$ cat src/rtl/sm83_alu_seq.sv
// Control sequencer for the SM83 nibble-serial ALU: runs one 8-bit op as LDA/LDB/LO/HI passes.
// Optional DAA support (op 8) is built when SM83_ALU_SEQ_DAA_EN is defined.
module sm83_alu_seq #(
  parameter int ALU_WIDTH = 4
) (
  input  logic                   clk,
  input  logic                   reset,
  input  logic                   req_valid,
  output logic                   req_ready,
  input  logic [3:0]             req_op,
  input  logic [2*ALU_WIDTH-1:0] req_a,
  input  logic [2*ALU_WIDTH-1:0] req_b,
  input  logic [3:0]             flags_in,
  output logic                   done,
  output logic [2*ALU_WIDTH-1:0] result,
  output logic [3:0]             flags_out,
  output logic                   load_a,
  output logic                   load_b,
  output logic                   shift_oe,
  output logic                   result_oe,
  output logic                   op_low,
  output logic                   op_b_high,
  output logic                   negate,
  output logic                   carry_in,
  output logic                   no_carry_out,
  output logic                   force_carry,
  output logic                   ignore_carry,
  output logic [2*ALU_WIDTH-1:0] alu_din,
  input  logic [2*ALU_WIDTH-1:0] alu_dout,
  input  logic                   alu_carry,
  input  logic                   alu_zero,
  input  logic                   daa_l_gt_9,
  input  logic                   daa_h_gt_9,
  input  logic                   daa_h_eq_9
);

  localparam int W = 2 * ALU_WIDTH;

  localparam logic [2:0] S_IDLE = 3'd0;
  localparam logic [2:0] S_LDA  = 3'd1;
  localparam logic [2:0] S_LDB  = 3'd2;
  localparam logic [2:0] S_LO   = 3'd3;
  localparam logic [2:0] S_HI   = 3'd4;
  localparam logic [2:0] S_DONE = 3'd5;

  localparam logic [3:0] OP_ADD = 4'd0;
  localparam logic [3:0] OP_ADC = 4'd1;
  localparam logic [3:0] OP_SUB = 4'd2;
  localparam logic [3:0] OP_SBC = 4'd3;
  localparam logic [3:0] OP_AND = 4'd4;
  localparam logic [3:0] OP_XOR = 4'd5;
  localparam logic [3:0] OP_OR  = 4'd6;
  localparam logic [3:0] OP_CP  = 4'd7;
  localparam logic [3:0] OP_DAA = 4'd8;

  logic [2:0]   r_state;
  logic [3:0]   r_op;
  logic [W-1:0] r_a;
  logic [W-1:0] r_b;
  logic [3:0]   r_flags;
  logic         r_lc;
  logic [W-1:0] r_result;
  logic [3:0]   r_flags_out;

  logic         w_accept;
  logic         w_arith;
  logic         w_neg;
  logic         w_r;
  logic         w_s;
  logic         w_v;
  logic         w_cin_lo;
  logic [W-1:0] w_result_new;
  logic [3:0]   w_flags_new;

  assign req_ready = (r_state == S_IDLE) || (r_state == S_DONE);
  assign w_accept  = req_valid & req_ready;
  assign done      = (r_state == S_DONE);
  assign result    = r_result;
  assign flags_out = r_flags_out;

`ifdef SM83_ALU_SEQ_DAA_EN
  logic                 r_hi_adj;
  logic                 w_hi_adj;
  logic                 w_lo_adj;
  logic [ALU_WIDTH-1:0] w_corr_hi;
  logic [ALU_WIDTH-1:0] w_corr_lo;

  // Subtract-mode DAA only undoes adjustments flagged by H/C; add-mode also checks digit range.
  assign w_hi_adj  = r_flags[2] ? r_flags[0]
                                : (r_flags[0] | daa_h_gt_9 | (daa_h_eq_9 & daa_l_gt_9));
  assign w_lo_adj  = r_flags[2] ? r_flags[1] : (r_flags[1] | daa_l_gt_9);
  assign w_corr_hi = w_hi_adj ? ALU_WIDTH'(6) : {ALU_WIDTH{1'b0}};
  assign w_corr_lo = w_lo_adj ? ALU_WIDTH'(6) : {ALU_WIDTH{1'b0}};
`else
  logic w_unused_daa;
  assign w_unused_daa = daa_l_gt_9 ^ daa_h_gt_9 ^ daa_h_eq_9;
`endif

  always_comb begin
    w_arith  = 1'b1;
    w_neg    = 1'b0;
    w_r      = 1'b0;
    w_s      = 1'b0;
    w_v      = 1'b0;
    w_cin_lo = 1'b0;
    case (r_op)
      OP_ADC:        w_cin_lo = r_flags[0];
      OP_SUB, OP_CP: begin w_neg = 1'b1; w_cin_lo = 1'b1; end
      OP_SBC:        begin w_neg = 1'b1; w_cin_lo = ~r_flags[0]; end
      OP_AND:        begin w_arith = 1'b0; w_s = 1'b1; w_cin_lo = 1'b1; end
      OP_XOR:        begin w_arith = 1'b0; w_r = 1'b1; end
      OP_OR:         begin w_arith = 1'b0; w_r = 1'b1; w_s = 1'b1; w_v = 1'b1; end
`ifdef SM83_ALU_SEQ_DAA_EN
      OP_DAA:        begin w_neg = r_flags[2]; w_cin_lo = r_flags[2]; end
`endif
      default:       ;
    endcase
  end

  // Strobes depend only on state and latched op so they settle well before the ALU's negedge loads.
  always_comb begin
    load_a       = 1'b0;
    load_b       = 1'b0;
    shift_oe     = 1'b0;
    result_oe    = 1'b0;
    op_low       = 1'b0;
    op_b_high    = 1'b0;
    negate       = 1'b0;
    carry_in     = 1'b0;
    no_carry_out = 1'b0;
    force_carry  = 1'b0;
    ignore_carry = 1'b0;
    alu_din      = '0;
    case (r_state)
      S_LDA: begin
        alu_din  = r_a;
        shift_oe = 1'b1;
        load_a   = 1'b1;
      end
      S_LDB: begin
        alu_din  = r_b;
        shift_oe = 1'b1;
        load_b   = 1'b1;
      end
      S_LO: begin
        op_low       = 1'b1;
        negate       = w_neg;
        no_carry_out = w_r;
        force_carry  = w_s;
        ignore_carry = w_v;
        carry_in     = w_cin_lo;
      end
      S_HI: begin
        op_b_high    = 1'b1;
        result_oe    = 1'b1;
        negate       = w_neg;
        no_carry_out = w_r;
        force_carry  = w_s;
        ignore_carry = w_v;
        carry_in     = w_arith ? r_lc : w_cin_lo;
      end
      default: ;
    endcase
  end

  always_comb begin
    w_result_new = alu_dout;
    w_flags_new  = r_flags;
    case (r_op)
      OP_ADD, OP_ADC: w_flags_new = {alu_zero, 1'b0, r_lc, alu_carry};
      OP_SUB, OP_SBC: w_flags_new = {alu_zero, 1'b1, ~r_lc, ~alu_carry};
      OP_CP: begin
        w_flags_new  = {alu_zero, 1'b1, ~r_lc, ~alu_carry};
        w_result_new = r_a;
      end
      OP_AND:         w_flags_new = {alu_zero, 3'b010};
      OP_XOR, OP_OR:  w_flags_new = {alu_zero, 3'b000};
`ifdef SM83_ALU_SEQ_DAA_EN
      OP_DAA:         w_flags_new = {alu_zero, r_flags[2], 1'b0,
                                     r_flags[0] | (~r_flags[2] & r_hi_adj)};
`endif
      default:        w_result_new = r_a;
    endcase
  end

  always_ff @(posedge clk) begin
    if (reset) begin
      r_state     <= S_IDLE;
      r_result    <= '0;
      r_flags_out <= '0;
    end else begin
      case (r_state)
        S_IDLE:  if (w_accept) r_state <= S_LDA;
        S_LDA:   r_state <= S_LDB;
        S_LDB:   r_state <= S_LO;
        S_LO:    r_state <= S_HI;
        S_HI: begin
          r_state     <= S_DONE;
          r_result    <= w_result_new;
          r_flags_out <= w_flags_new;
        end
        S_DONE:  r_state <= w_accept ? S_LDA : S_IDLE;
        default: r_state <= S_IDLE;
      endcase
    end
  end

  // Operand/carry holding registers carry no reset; they are always written before use.
  always_ff @(posedge clk) begin
    if (w_accept) begin
      r_op    <= req_op;
      r_a     <= req_a;
      r_b     <= req_b;
      r_flags <= flags_in;
    end
`ifdef SM83_ALU_SEQ_DAA_EN
    if (r_state == S_LDA && r_op == OP_DAA) begin
      r_b      <= {w_corr_hi, w_corr_lo};
      r_hi_adj <= w_hi_adj;
    end
`endif
    if (r_state == S_LO) r_lc <= alu_carry;
  end

endmodule
$ cat config.mk
export PLATFORM = sky130hd
export DESIGN_NAME = sm83_alu_seq
export DESIGN_NICKNAME = d
export VERILOG_FILES = /design/src/rtl/sm83_alu_seq.sv
export SDC_FILE = /design/constraint.sdc
export NUM_CORES = 1
export LEC_CHECK = 0
export CAP_MARGIN = 30
export CORE_ASPECT_RATIO = 1.25
export CORE_UTILIZATION = 35
export DETAILED_ROUTE_END_ITERATION = 7
export PLACE_DENSITY = 0.68
export SLEW_MARGIN = 20
export SYNTH_ARGS = -nofsm -noshare
export SYNTH_HDL_FRONTEND = slang
export SYNTH_SLANG_ARGS = --single-unit
$ cat constraint.sdc
create_clock -name clk -period 3.3 [get_ports clk]
set_input_delay 0.66 -clock clk [delete_from_list [all_inputs] [get_ports clk]]
set_output_delay 0.66 -clock clk [all_outputs]
set_load 0.1 [all_outputs]
==> changes_impl.md <==
### Implementation results

- Status: complete, no violations
- FP Rows: 28
- FFs & Latches: ~40
- Max layer used: met4
- Final worst slack: 0.4853 ns
- Vias in the first global route: around 1,300
- Die X-Extent: 64.50 um
- Non-clock buffers: 71
- Slew Limit Fails: 0
- Core ar.: about 4700 um^2
- TritonRoute pass-1 iters: 4
- Nets@finish: ~250
- Synthesis Warnings: 0
- Final setup vio count: 0
- Dpl cells: between 200 and 300
- Sink Count: ~40
- Routed vias/inst: between 4 and 5
- Routing usage on met1: 0.1631
- Bufs and invs on worst path: 1
- Critical path's slowest cell: dfxtp_1
- Fmax: 355.3 MHz
- Net Count, Synth: about 180
- Slowest Stage Delay on Critical Path: 0.57 ns
- Clock root buffer: clkbuf_8
- Max Cap Viol: 0
- Psw: between 0.4 and 0.5 mW
- Cell Area, Synth: ~1700 um^2
- Logic area: between 600 and 700 um^2
- Sequential-to-total area share from yosys stat: 0.6149
- FF-to-FF setup slack: roughly 1.7 ns
- Drt drc: 0
- Crit path time final: between 2 and 3 ns
- Ys flops: approximately 40
- Worst R2R Path Depth: 4
- Diodes inserted: 0
- Syn avg cell area: around 12 um^2
- Post-placement cell area: around 2500 um^2
- Htree depth: 2
- Distinct lib cells used: 34
- Yosys cell count: between 100 and 150
- Core Util, Final: 0.5405
- Flop pwr share: 0.456
- Worst EP arrival: 2.15 ns
- Combinational power share: 0.328
- Critical path startpoint: r_state[1]
- Worst hold slack: ~0.47 ns
- N_taps: around 60
- Hold path depth: 2
- Clock buf/inv share: 0.03035
- Postcts setup bufs: 0
- Die Y: between 80 and 90 um
- GR Overflow Total: 0
- CP Depth: 5
- Clock buffer depth: 2
- Initial Utilization: 0.3614
- Setup crit end: carry_in
- GR Util All Layers: 0.1511
- Largest net degree at the start of global routing: 28
- CP cell instances: and3b_2 -> nor2_2 -> or4_1 -> o211ai_1 -> buf_12
- Inverters, non-clock: 0
- Post-route design area: about 2600 um^2
- Final antenna-violating net count: 0
- Combinational logic power: about 0.44 mW
- Tool warnings: 30
- HPWL after DPL: between 2 and 3 mm
- Fill cells: 428
- Ports: between 70 and 80
- Grt peak-use layer: met2
- Power consumption: around 1.3 mW
- Final period util: 0.8529
- Internal Dissipation: 0.8513 mW
- Cts repair resizes: 0
- Met1 wire length: 1.442 mm
- Routed len/inst: between 10 and 15 um
- Worst Setup End Kind: output pin
- # clk buffers: 6
- P_seq: 0.614 mW
- PwrDens: ~530 nW/um^2
- Sw Ratio: 0.3671
- Routed wl met3: about 280 um
- Reg clk slew, reported paths: approximately 0.070 ns
- Sequential cell area share: 0.4112
- Slew HR: 0.6167
- Reg-to-reg startpoint: r_state[2]
- HP Class: reg -> reg
- Worst r2r dst: flags_out[1]
- Req. time, crit path: around 2.6 ns
- Hold Path End: flags_out[0]
- RSZ-0062 raised after global routing: no
- Combinational share of cell area: 0.2511
- DIE AREA: 5168 um^2
- Top cell area share: 0.4392
- Cells after synthesis: between 100 and 150
- Antenna violations before repair: 0
- Pre-CTS WS: approximately 0.8 ns
==> cell usage after synthesis <==
cell type	instances
nor3b_4	1
nor3_1	5
a21oi_1	3
or4_1	1
nand3b_1	2
a22o_1	8
nor3b_2	2
nor2_2	1
nor2b_1	1
buf_2	5
a21boi_0	1
o2111a_1	1
or2_2	1
nand3_1	1
dfxtp_1	15
a21o_1	1
buf_4	2
a2111oi_0	1
and3b_1	2
a221o_1	1
edfxtp_1	25
nor2_1	15
mux2i_1	1
a211oi_1	1
xor2_1	1
nand2b_1	8
a211o_1	1
a21oi_2	1
a311oi_1	9
o211ai_1	2
xnor2_1	2
nand2_1	18
clkbuf_1	2
and2_1	3
==> cell families after synthesis <==
kind of cell / synth area share
DFF: 0.6149
and+or+nand+nor: 0.1903
xor gates and xnor gates: 0.01538
muxes: 0.005857
AOI/OAI and AO/OA: 0.1457
buffers and inverters: 0.02782
==> cells in the final DEF, fill, tap and decap left out <==
master / count
clkdlybuf4s50_1: 36
buf_4: 28
edfxtp_1: 25
nand2_1: 18
nor2_1: 15
dfxtp_1: 15
a311oi_1: 9
a22o_1: 8
nand2b_1: 8
buf_12: 7
clkbuf_8: 5
nor3b_4: 3
a21oi_1: 3
nor3_1: 3
and2_1: 2
nand3b_1: 2
o211ai_1: 2
xnor2_1: 2
or2_2: 1
and3b_1: 1
and3b_2: 1
nor2_2: 1
or4_1: 1
xor2_1: 1
nor3_4: 1
and2_2: 1
nor3_2: 1
a21o_1: 1
a21oi_2: 1
a211o_1: 1
o2111a_1: 1
nor2b_1: 1
a221o_1: 1
nand3_1: 1
mux2i_1: 1
a211oi_1: 1
a21boi_0: 1
a2111oi_0: 1
clkbuf_1: 1
clkinv_2: 1
**Signal wires on met2**

Cells faint in the background.
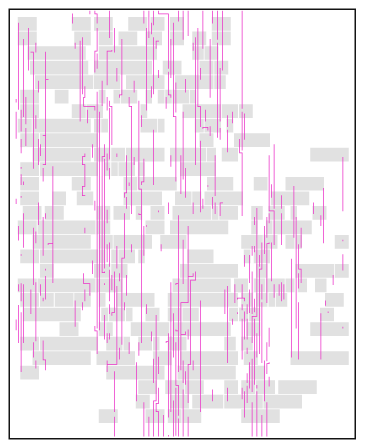
- nets with wire on the layer: 204
- main direction: vertical
- wire length on this layer: 1,790 um
- longest straight run: 44.2 um
routed via count: 1,323
GR Util met2: 0.2621
drt total wl: 3.585 mm

**Clock distribution**

Bar = 20 um.
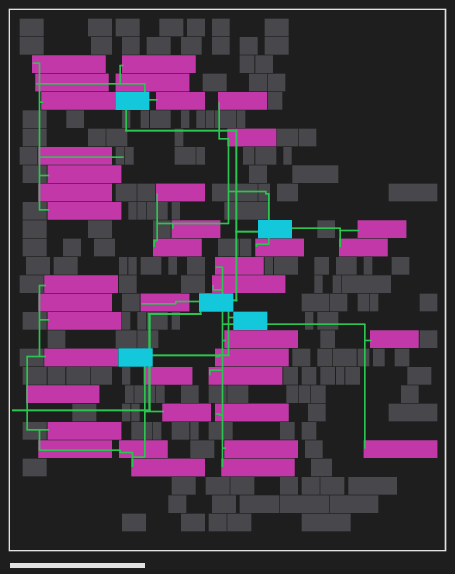
- clock wires: green (length 413 um)
- flip-flops: magenta (count 40)
- clock-net drivers: cyan (count 5)
- routed clock nets: 6
skew final: 0.005133 ns
Clock group: 0.290 mW
clk_lat worst skew: 0.28 ns
part of the power in the clock network: 0.216

**M3 wires**

Bar = 20 um. Cells faint in the background.
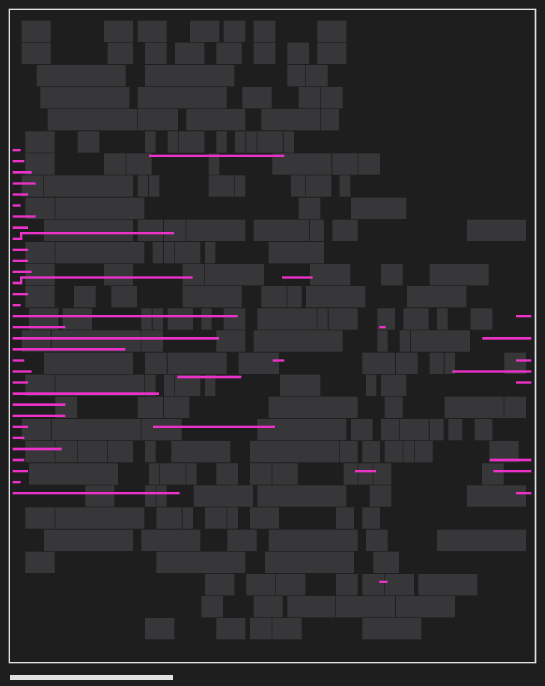
- main direction: horizontal
- wire length on this layer: 280 um
- share of all routed wire: 7.8%
- nets with wire on the layer: 43
met3 global-route usage: 0.06250

Power figures rest on the tool's default switching activity, not on a simulated workload.
